--- config.mk ---
export PLATFORM = sky130hd
export DESIGN_NAME = dmac_xfer_seq
export DESIGN_NICKNAME = d
export VERILOG_FILES = /design/src/rtl/dmac_xfer_seq.sv
export SDC_FILE = /design/constraint.sdc
export NUM_CORES = 1
export LEC_CHECK = 0
export CAP_MARGIN = 20
export CORE_MARGIN = 4
export CORE_UTILIZATION = 40
export CTS_BUF_LIST = sky130_fd_sc_hd__clkbuf_16
export DETAILED_ROUTE_END_ITERATION = 10
export PLACE_DENSITY = 0.67
export SYNTH_ARGS = -nofsm -noshare
export SYNTH_HDL_FRONTEND = slang
export SYNTH_SLANG_ARGS = --single-unit
--- constraint.sdc ---
create_clock -name r_HCLK -period 2.3 [get_ports r_HCLK]
set_input_delay 0.575 -clock r_HCLK [delete_from_list [all_inputs] [get_ports r_HCLK]]
set_output_delay 0.575 -clock r_HCLK [all_outputs]
set_load 0.03 [all_outputs]
--- src/rtl/dmac_xfer_seq.sv ---
// DMAC channel-0 transfer sequencer.
// Moves data in bursts from the source into the 16-word buffer over AHB reads,
// then out to the destination over AHB writes. It repeats until the remaining
// transfer size runs out, then disables the channel and raises the completion
// interrupt. The register bank owns every address, counter and flag; this block
// only drives the pulses that update them.
module dmac_xfer_seq #(
  parameter int MAX_BEATS = 16,
  parameter int ADDR_W    = 32
) (
  input  logic        r_HCLK,
  input  logic        r_HRESET,
  input  logic        CHANNEL_enable,
  input  logic [11:0] TS,
  input  logic [2:0]  BS,
  input  logic        sync_grant,
  input  logic        m_HREADY,
  output logic        m_HBUSREQ,
  output logic [1:0]  m_HTRANS,
  output logic        m_HWRITE,
  output logic [2:0]  m_HBURST,
  output logic        buf_wr_en,
  output logic        load_DMAC_C0_Addr,
  output logic        src_addr_inc,
  output logic        dest_addr_inc,
  output logic        src_burst_zero_flag,
  output logic        dest_burst_zero_flag,
  output logic        buffer_idx_inc,
  output logic        buffer_zero_flag,
  output logic        TransferSize_dec_flag,
  output logic        CHANNEL_dis_flag,
  output logic        set_DMACINTR_pend,
  output logic        busy
);

  // The bank generates the addresses, so the width is carried only for integration.
  localparam int ADDR_W_UNUSED = ADDR_W;
  localparam logic [4:0] MAX_BEATS_C = 5'(MAX_BEATS);

  typedef enum logic [2:0] {
    ST_IDLE = 3'd0,
    ST_LOAD = 3'd1,
    ST_REQ  = 3'd2,
    ST_RD   = 3'd3,
    ST_WSET = 3'd4,
    ST_WR   = 3'd5,
    ST_CHK  = 3'd6,
    ST_DONE = 3'd7
  } state_e;

  state_e     state_q, state_d;
  logic [4:0] beat_tot_q, beat_tot_d;
  logic [4:0] addr_cnt_q, addr_cnt_d;
  logic [4:0] data_cnt_q, data_cnt_d;
  logic       dp_q, dp_d;
  logic       nonseq_q, nonseq_d;

  logic [9:0] words_s;
  logic [4:0] bl_raw_s;
  logic [4:0] bl_s;
  logic [4:0] beats_s;
  logic       addr_pend_s;
  logic       addr_acc_s;
  logic       data_done_s;
  logic       is_wr_s;
  logic       ts_lsb_unused_s;

  // The transfer size is counted in bytes, but the data moves as whole words.
  assign words_s         = TS[11:2];
  assign ts_lsb_unused_s = ^TS[1:0];
  assign addr_pend_s     = (addr_cnt_q < beat_tot_q);
  assign busy            = (state_q != ST_IDLE);

  // Decode the burst length from BS and clamp it to the buffer depth and to the words left.
  always_comb begin
    case (BS)
      3'd0:    bl_raw_s = 5'd1;
      3'd1:    bl_raw_s = 5'd4;
      3'd2:    bl_raw_s = 5'd8;
      default: bl_raw_s = 5'd16;
    endcase
    if (bl_raw_s > MAX_BEATS_C) begin
      bl_s = MAX_BEATS_C;
    end else begin
      bl_s = bl_raw_s;
    end
    if ({5'd0, bl_s} > words_s) begin
      beats_s = words_s[4:0];
    end else begin
      beats_s = bl_s;
    end
  end

  // Compute the next state, the AHB address/data pipeline and the register-bank pulses.
  always_comb begin
    state_d               = state_q;
    beat_tot_d            = beat_tot_q;
    addr_cnt_d            = addr_cnt_q;
    data_cnt_d            = data_cnt_q;
    dp_d                  = dp_q;
    nonseq_d              = nonseq_q;
    m_HBUSREQ             = 1'b0;
    m_HTRANS              = 2'd0;
    m_HWRITE              = 1'b0;
    m_HBURST              = 3'd0;
    buf_wr_en             = 1'b0;
    load_DMAC_C0_Addr     = 1'b0;
    src_addr_inc          = 1'b0;
    dest_addr_inc         = 1'b0;
    src_burst_zero_flag   = 1'b0;
    dest_burst_zero_flag  = 1'b0;
    buffer_idx_inc        = 1'b0;
    buffer_zero_flag      = 1'b0;
    TransferSize_dec_flag = 1'b0;
    CHANNEL_dis_flag      = 1'b0;
    set_DMACINTR_pend     = 1'b0;
    is_wr_s               = (state_q == ST_WR);
    addr_acc_s            = 1'b0;
    data_done_s           = 1'b0;

    case (state_q)
      ST_IDLE: begin
        if (CHANNEL_enable) begin
          state_d = ST_LOAD;
        end else begin
          state_d = ST_IDLE;
        end
      end

      ST_LOAD: begin
        load_DMAC_C0_Addr    = 1'b1;
        src_burst_zero_flag  = 1'b1;
        dest_burst_zero_flag = 1'b1;
        buffer_zero_flag     = 1'b1;
        if (words_s == 10'd0) begin
          state_d = ST_DONE;
        end else begin
          state_d    = ST_REQ;
          beat_tot_d = beats_s;
        end
      end

      ST_REQ: begin
        m_HBUSREQ = 1'b1;
        if (sync_grant) begin
          state_d    = ST_RD;
          addr_cnt_d = 5'd0;
          data_cnt_d = 5'd0;
          dp_d       = 1'b0;
          nonseq_d   = 1'b1;
        end else begin
          state_d = ST_REQ;
        end
      end

      ST_RD, ST_WR: begin
        m_HBUSREQ = 1'b1;
        m_HWRITE  = is_wr_s;
        m_HBURST  = (beat_tot_q == 5'd1) ? 3'd0 : 3'd1;
        if (addr_pend_s && sync_grant) begin
          m_HTRANS = nonseq_q ? 2'd2 : 2'd3;
        end else begin
          m_HTRANS = 2'd0;
        end
        addr_acc_s  = addr_pend_s && sync_grant && m_HREADY;
        data_done_s = dp_q && m_HREADY;

        // Address phase: a lost grant forces the next accepted beat to restart as NONSEQ.
        if (addr_acc_s) begin
          addr_cnt_d    = addr_cnt_q + 5'd1;
          nonseq_d      = 1'b0;
          src_addr_inc  = ~is_wr_s;
          dest_addr_inc = is_wr_s;
        end else if (!sync_grant) begin
          nonseq_d = 1'b1;
        end else begin
          nonseq_d = nonseq_q;
        end

        // Data phase: reads land in the buffer, writes consume a word of the transfer size.
        if (data_done_s) begin
          data_cnt_d            = data_cnt_q + 5'd1;
          buffer_idx_inc        = 1'b1;
          buf_wr_en             = ~is_wr_s;
          TransferSize_dec_flag = is_wr_s;
        end else begin
          data_cnt_d = data_cnt_q;
        end

        if (addr_acc_s) begin
          dp_d = 1'b1;
        end else if (data_done_s) begin
          dp_d = 1'b0;
        end else begin
          dp_d = dp_q;
        end

        if (data_cnt_q == beat_tot_q) begin
          state_d = is_wr_s ? ST_CHK : ST_WSET;
        end else begin
          state_d = state_q;
        end
      end

      ST_WSET: begin
        m_HBUSREQ           = 1'b1;
        buffer_zero_flag    = 1'b1;
        src_burst_zero_flag = 1'b1;
        addr_cnt_d          = 5'd0;
        data_cnt_d          = 5'd0;
        dp_d                = 1'b0;
        nonseq_d            = 1'b1;
        state_d             = ST_WR;
      end

      ST_CHK: begin
        dest_burst_zero_flag = 1'b1;
        buffer_zero_flag     = 1'b1;
        if (words_s == 10'd0) begin
          state_d = ST_DONE;
        end else if (!CHANNEL_enable) begin
          state_d = ST_IDLE;
        end else begin
          state_d    = ST_REQ;
          beat_tot_d = beats_s;
        end
      end

      ST_DONE: begin
        CHANNEL_dis_flag  = 1'b1;
        set_DMACINTR_pend = 1'b1;
        state_d           = ST_IDLE;
      end

      default: begin
        state_d = ST_IDLE;
      end
    endcase
  end

  // Sequencer state and burst counters; reset abandons any burst in flight.
  always_ff @(posedge r_HCLK or posedge r_HRESET) begin
    if (r_HRESET) begin
      state_q    <= ST_IDLE;
      beat_tot_q <= 5'd0;
      addr_cnt_q <= 5'd0;
      data_cnt_q <= 5'd0;
      dp_q       <= 1'b0;
      nonseq_q   <= 1'b0;
    end else begin
      state_q    <= state_d;
      beat_tot_q <= beat_tot_d;
      addr_cnt_q <= addr_cnt_d;
      data_cnt_q <= data_cnt_d;
      dp_q       <= dp_d;
      nonseq_q   <= nonseq_d;
    end
  end

endmodule

==> flow_summary.toml <==
# physical design summary
[yosys]
synth_warnings = 0
synth_stat.cells = 188
yosysChipArea_sq_um = 1550
postSynthAreaPerCell_sq_um = 8.23
edf_count = 0
netlist-cell-type-count = 43
synthAoiAreaFrac_pct = 17.9
top_cells_by_count = "20 x dfrtp_1, 17 x nor2_1, 15 x a21oi_1, 15 x inv_1, 14 x nand2_1"
topCellsByArea = "dfrtp_1 32%, ha_1 8.1%, a21oi_1 4.9%, nor2_1 4.1%, mux2i_1 3.9%"
top_cell = "dfrtp_1"
synth_area_sq_um = 1550
logic_family = "simple AND/OR/NAND/NOR gates"
mux_share_pct = 3.88

[placement]
dp_slack_ps = -450
gp_congestion = 0.831

[finish]
comb_share_pct = 44.7
flops = 20
nets = 282
dominant_cells = "logic gates"
area_growth_syn_to_layout_pct = 48.0
postLayoutCoreUtil_pct = 62.0
num-nonclk-inverters = 16
top_regs = "addr_cnt_q (5), beat_tot_q (5), data_cnt_q (5)"
n_fill_cell = 330
n_all_buffers = 67
antennaDiodeCount = 0

[timing]
tightest_slew_ps = 679
fin_ws_ps = -25.2
maxSlewHeadroom_pct = 54.7
finalClockPeriodUsage_pct = 101
whs_ps = 536
rsz0062_at_grt = "yes"
fin_worst_skew_ps = 4.51
fmax_mhz = 430
fin_setup_tns_ps = -39.1
slew_violations = 0
setup_viol = 3

[pwr]
clock_power_uw = 367
p_leak_nw = 1.10
seq_cell_power_uw = 589
p_sw_share_pct = 46.0
pg_comb_mw = 1.41
p_total_mw = 2.36
power_frac_clock_pct = 15.6

[clock_tree]
cts_buffers = 3
htreeDepth = 1
postCtsSetupBuffers = 3
cts_tree = "yes"
post_cts_resized = 20

[worst_setup_path]
r2r-start = "beat_tot_q[1]"
endpoint_kind = "output port"
crit_path_start = "beat_tot_q[1]"
cp-start-kind = "flip-flop"
regToRegSetupSlack_ps = 290
critPathTopFamily = "AND-OR/OR-AND gates"
worstPathCellList = "inv_2, ha_4, o211ai_1, o21ai_1, a21o_1, nor2_2, buf_6"

[route]
drtIter0Drc = 111
met2WireLength_microns = 2010
wl_met3_microns = 268
final_antenna_net_count = 0
wl_met1_microns = 1730

[flow_run]
max-cap-violations = 0

[floorplan]
rows = 22
initial_utilization_pct = 41.9
dieArea_sq_um = 4930
die_w_microns = 70.2
io_pins = 39
die_h_microns = 70.2

[min_path]
hold_start = "dp_q"
hold_end = "dp_q"

[status]
status = "complete, but fails checks"
violations = "setup timing"

[global_route]
track_usage_pct = 17.3
grt_first_pass_wirelength_microns = 6990
**Drive-strength map**

Scale bar: 20 microns.
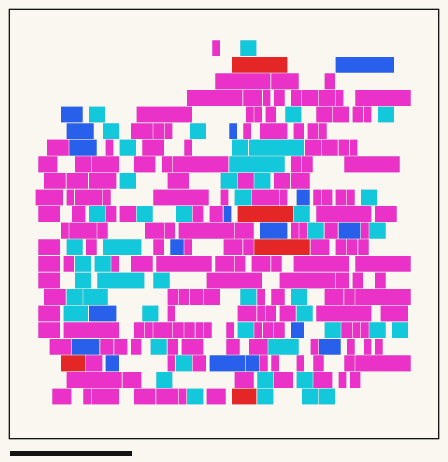
| color | size | cells |
|---|---|---|
| blue | _2 cells | 17 |
| red | _6 and larger | 5 |
| magenta | _0 and _1 cells | 180 |
| cyan | _3 and _4 cells | 49 |

**Gate-type map**

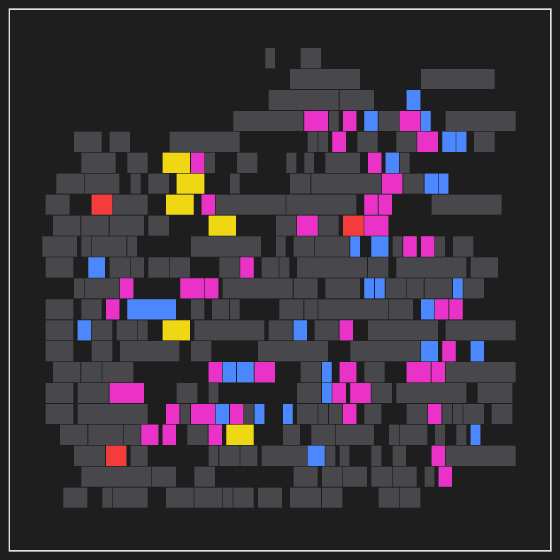
| color | family | cells | most used |
|---|---|---|---|
| yellow | mux cells | 6 | mux2i_1 |
| magenta | aoi and oai cells | 42 | a21oi_1 |
| blue | nand cells | 29 | nand2_1 |
| red | non-inverting ao/oa cells | 3 | a21o_1 |

